**src/rtl/breakout_pkg.sv**
```systemverilog
// Shared breakout definitions: brick-field geometry, the block_map FSM
// encoding and a small popcount helper.
package breakout_pkg;

  localparam int BORDER_WIDTH   = 8;
  localparam int BLOCK_WIDTH    = 48;
  localparam int BLOCK_HEIGHT   = 16;
  localparam int BLOCKS_PER_ROW = 13;
  localparam int NUM_ROWS       = 16;
  localparam int NUM_BLOCKS     = BLOCKS_PER_ROW * NUM_ROWS;
  localparam int HEIGHT_SHIFT   = $clog2(BLOCK_HEIGHT);

  typedef enum logic [1:0] {
    IDLE = 2'd0,
    LOAD = 2'd1,
    DIV  = 2'd2,
    UPD  = 2'd3
  } state_t;

  function automatic logic [3:0] popcount13(input logic [12:0] bits);
    logic [3:0] cnt;
    cnt = '0;
    for (int i = 0; i < 13; i++) cnt = cnt + {3'd0, bits[i]};
    return cnt;
  endfunction

endpackage

```
**src/rtl/level_row_pattern.sv**
```systemverilog
// Layout table: the brick bits for one row of the selected level.
// New levels are added here without touching the block_map FSM.
module level_row_pattern
  import breakout_pkg::*;
(
  input  logic [1:0]                level,
  input  logic [3:0]                row,
  output logic [BLOCKS_PER_ROW-1:0] row_bits
);

  always_comb begin
    row_bits = '0;
    case (level)
      2'd0: if (row >= 4'd2 && row <= 4'd9) row_bits = '1;
      // Checkerboard: a brick wherever row+col is even.
      2'd1: if (row >= 4'd2 && row <= 4'd11) row_bits = row[0] ? 13'h0AAA : 13'h1555;
      2'd3: if (row >= 4'd4 && row <= 4'd11) row_bits = 13'h0FFE;
      default: row_bits = '1;
    endcase
  end

endmodule

```
**src/rtl/block_map.sv**
```systemverilog
// Brick map owner: loads level layouts row by row and services brick-hit
// requests (pixel -> brick index by repeated subtraction), clearing bricks.
module block_map
  import breakout_pkg::*;
(
  input  logic                  clk,
  input  logic                  nRst,
  input  logic                  load_level,
  input  logic [1:0]            level,
  input  logic                  hit_req,
  input  logic [9:0]            hit_x,
  input  logic [8:0]            hit_y,
  output logic                  hit_ack,
  output logic                  hit_valid,
  output logic [NUM_BLOCKS-1:0] block_state,
  output logic [7:0]            blocks_left,
  output logic                  busy,
  output logic                  level_clear
);

  // Handshake: hit_req rises and holds hit_x/hit_y stable until hit_ack
  // pulses for one cycle; hit_valid is only meaningful alongside hit_ack,
  // and a hit_req still high in the ack cycle is not accepted again.

  localparam logic [9:0] X_MIN  = 10'(BORDER_WIDTH);
  localparam logic [9:0] X_END  = 10'(BORDER_WIDTH + BLOCK_WIDTH * BLOCKS_PER_ROW);
  localparam logic [8:0] Y_MIN  = 9'(BORDER_WIDTH);
  localparam logic [8:0] Y_END  = 9'(BORDER_WIDTH + BLOCK_HEIGHT * NUM_ROWS);
  localparam logic [9:0] BW     = 10'(BLOCK_WIDTH);
  localparam logic [9:0] BW2    = 10'(2 * BLOCK_WIDTH);
  localparam logic [7:0] ROW_W  = 8'(BLOCKS_PER_ROW);

  state_t      state, next_state;
  logic [1:0]  level_q;
  logic [3:0]  load_row, hit_row, hit_col;
  logic [9:0]  rem;
  logic        invalid;
  logic [12:0] row_bits;

  logic [9:0]  x_off;
  logic [8:0]  y_off;
  logic        out_of_field, hit_accept, upd_valid;
  logic [7:0]  idx, load_base;
  logic        ack_d, valid_d, clear_d, busy_d;

  level_row_pattern u_pattern (
    .level    (level_q),
    .row      (load_row),
    .row_bits (row_bits)
  );

  always_comb begin
    x_off        = hit_x - X_MIN;
    y_off        = hit_y - Y_MIN;
    out_of_field = (hit_x < X_MIN) || (hit_x >= X_END) || (hit_y < Y_MIN) || (hit_y >= Y_END);
    hit_accept   = (state == IDLE) && hit_req && !hit_ack && !load_level;
    idx          = {4'd0, hit_row} * ROW_W + {4'd0, hit_col};
    load_base    = {4'd0, load_row} * ROW_W;
    upd_valid    = !invalid && block_state[idx];
  end

  always_ff @(posedge clk or negedge nRst) begin
    if (!nRst) state <= IDLE;
    else       state <= next_state;
  end

  // A contact already in column 0 skips DIV, keeping the ack at col+2 edges.
  always_comb begin
    next_state = state;
    if (load_level) begin
      next_state = LOAD;
    end else begin
      case (state)
        IDLE: if (hit_accept) next_state = (out_of_field || x_off < BW) ? UPD : DIV;
        LOAD: if (load_row == 4'd15) next_state = IDLE;
        DIV:  if (rem < BW2) next_state = UPD;
        UPD:  next_state = IDLE;
        default: next_state = IDLE;
      endcase
    end
  end

  always_comb begin
    ack_d   = (state == UPD) && !load_level;
    valid_d = ack_d && upd_valid;
    clear_d = valid_d && (blocks_left == 8'd1);
    busy_d  = (next_state == LOAD);
  end

  always_ff @(posedge clk or negedge nRst) begin
    if (!nRst) begin
      block_state <= '0;
      blocks_left <= '0;
      hit_ack     <= 1'b0;
      hit_valid   <= 1'b0;
      level_clear <= 1'b0;
      busy        <= 1'b0;
      level_q     <= '0;
      load_row    <= '0;
      hit_row     <= '0;
      hit_col     <= '0;
      rem         <= '0;
      invalid     <= 1'b0;
    end else begin
      hit_ack     <= ack_d;
      hit_valid   <= valid_d;
      level_clear <= clear_d;
      busy        <= busy_d;
      if (load_level) begin
        block_state <= '0;
        blocks_left <= '0;
        load_row    <= '0;
        level_q     <= level;
      end else begin
        case (state)
          IDLE: if (hit_accept) begin
            invalid <= out_of_field;
            hit_row <= 4'(y_off >> HEIGHT_SHIFT);
            rem     <= x_off;
            hit_col <= '0;
          end
          LOAD: begin
            block_state[load_base +: BLOCKS_PER_ROW] <= row_bits;
            blocks_left <= blocks_left + {4'd0, popcount13(row_bits)};
            load_row    <= load_row + 4'd1;
          end
          DIV: begin
            rem     <= rem - BW;
            hit_col <= hit_col + 4'd1;
          end
          UPD: if (upd_valid) begin
            block_state[idx] <= 1'b0;
            blocks_left      <= blocks_left - 8'd1;
          end
          default: ;
        endcase
      end
    end
  end

endmodule

```
**config.mk**
```make
export PLATFORM = sky130hd
export DESIGN_NAME = block_map
export DESIGN_NICKNAME = d
export VERILOG_FILES = /design/src/rtl/breakout_pkg.sv /design/src/rtl/level_row_pattern.sv /design/src/rtl/block_map.sv
export SDC_FILE = /design/constraint.sdc
export NUM_CORES = 1
export LEC_CHECK = 0
export ABC_CLOCK_PERIOD_IN_PS = 12200
export CAP_MARGIN = 20
export CORE_AREA = 2 2 157 174
export CTS_CLUSTER_SIZE = 20
export DETAILED_ROUTE_END_ITERATION = 8
export DIE_AREA = 0 0 159 176
export HOLD_SLACK_MARGIN = 0.05
export PLACE_DENSITY = 0.82
export SLEW_MARGIN = 20
export SYNTH_ARGS = -nofsm -noshare
export SYNTH_HDL_FRONTEND = slang
export SYNTH_HIERARCHICAL = 1
export SYNTH_SLANG_ARGS = --single-unit
```
**constraint.sdc**
```tcl
create_clock -name clk -period 12.2 [get_ports clk]
set_clock_uncertainty 0.15 [all_clocks]
set_input_delay 1.83 -clock clk [delete_from_list [all_inputs] [get_ports clk]]
set_output_delay 1.83 -clock clk [all_outputs]
set_load 0.02 [all_outputs]
```
==> results.cfg <==
; flow metrics
[pwr]
ir_drop_mv = 0.1050
seq_power_share_pct = 35.4
p_leak_nw = 7.741
pg_comb_uw = 724

[layout]
final_layout_size_suffix_gt1_share_pct = 9.076
top_register = block_state
nets = 1925
largest_reg_flops = 208
syn_to_final_growth_pct = 21.99
layout_top_cell = nand2_1

[worst_setup_path]
cp_slowest_cell = buf_4
crit_required_ps = 12510
startpoint = hit_row[0]
r2r_cells = 16

[synthesis]
ys_sh_simple_pct = 13.32
synth.lib_cells_used.distinct = 61
synthCells = 1712
synth-edff-count = 0
ys_chip_area_um2 = 15280
syn_area_um2 = 15280

[clock_network]
cts_hold_buf = 0
cts_sinks = 243
clock_path_buffers = 3
cts_resized = 0
cts_tree = yes
h-tree-depth = 1

[grt]
grt_pass1_vias = 15020
gr-total-overflow = 0
grt_pass1_wl_mm = 87.65

[floorplan]
placement_rows = 62

[final_timing]
fin_tns_setup_ps = 0
hold_violations = 0
rsz0062_at_grt = false
slew_violations = 0
period_needed_ps = 6972

[worst_hold_path]
hold_end = rem[8]

[route]
wire_per_inst_um = 26.01
drt_iter0_markers = 2736
wl_met3_mm = 8.931

[outcome]
status = finished clean

[flow_run]
cap_viol_max_count = 0
## metrics by stage
stage | setup slack, ps | instances | cell area [um2] | utilization [%]
2_1_floorplan | 7070 | 1712 | 15280 | -
3_3_place_gp | 5251 | 2165 | 17670 | 67.81
3_5_place_dp | 5152 | 2165 | 17680 | 67.84
4_1_cts | 5104 | 2210 | 18570 | 71.25
5_1_grt | 4882 | 2214 | 18650 | 71.53
6_report | 5228 | 2214 | 18650 | 71.53
## critical path, delay by kind of cell, from the launching register on
kind	cells	cell delay (ps)
AOI/OAI and AO/OA	4	860
adders and majority gates	4	1520
muxes	2	550
xor gates and xnor gates	1	560
and+or+nand+nor	2	710
DFF	1	430
buffers and inverters	3	1960
## final cells by class
class                      instances  area share [%]
multi-input combinational       1246           44.85
timing repair buffer             271           14.23
tap                              352           2.362
inverter                          57           1.174
clock inverter                     9          0.6442
clock buffer                      36           4.127
sequential                       243           32.61
## Yosys cell counts, types with 3 or more instances
library cell,instances
nand2_1,270
a21oi_1,247
dfrtp_1,243
o211ai_1,189
o21ai_0,127
clkbuf_1,108
nor2_1,83
inv_1,55
mux4_2,54
ha_1,44
nand3_1,34
buf_2,26
mux2i_1,25
nor3_1,22
buf_4,17
o22ai_1,15
nand2b_1,14
fa_1,11
xnor2_1,11
xor2_1,10
buf_6,8
nor3b_1,8
buf_1,7
or3_1,7
and2_1,6
a31oi_1,5
and3_1,5
nand4_1,5
a21o_1,4
mux2_2,4
a211oi_1,3
nand4b_1,3
nor2b_1,3
nor4_1,3
o2111ai_1,3
Figure 1. Placement density heat map.
16 x 18 tiles, from white (low) to dark blue (high), 0 to 100% covered.
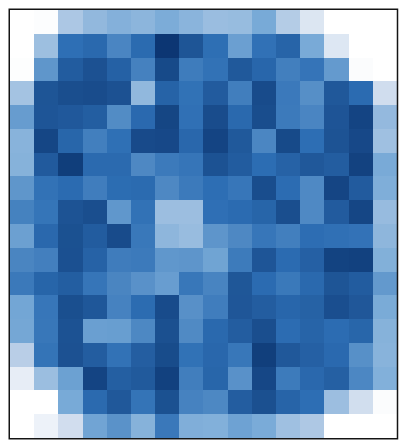
6.2% of the tiles are nearly empty. The fullest tile reaches 97%. 44% of the tiles are over 75% full. The emptiest ninth of the die: upper right. The mean over all tiles is 65%.

Figure 2. Where the registers sit.
Other sequential cells in the stronger grey, the rest of the logic in the fainter grey.
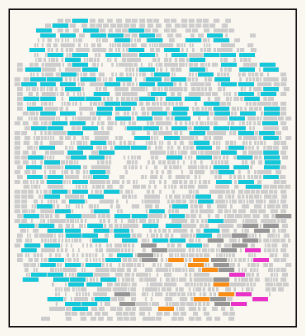
Key: blocks_left = orange [sequential cells 8]; rem = magenta [sequential cells 6, where lower right]; block_state = cyan [sequential cells 208, where spread over the die]

Figure 3. M2 wires.
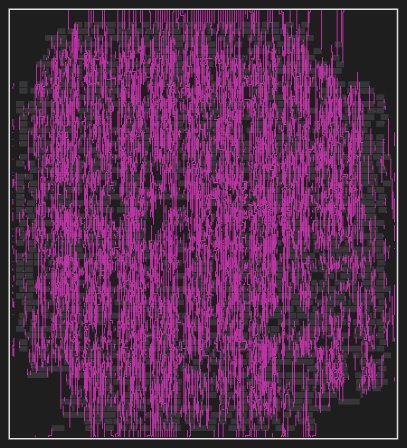
The layer holds 42% of the routed length. 1,615 nets have wire on it.
met2 Use GR: 58.53%
final WL: 57.59 mm

Figure 4. Placement view.
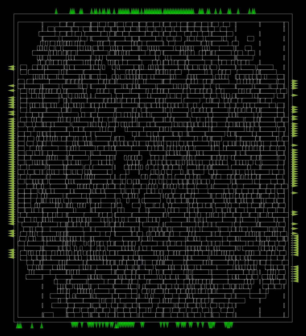
post-route core utilization: 71.53%
Seq area share: 32.61%
num sequential: 243
tap cell count: 352
Core Area: 26,070 um2

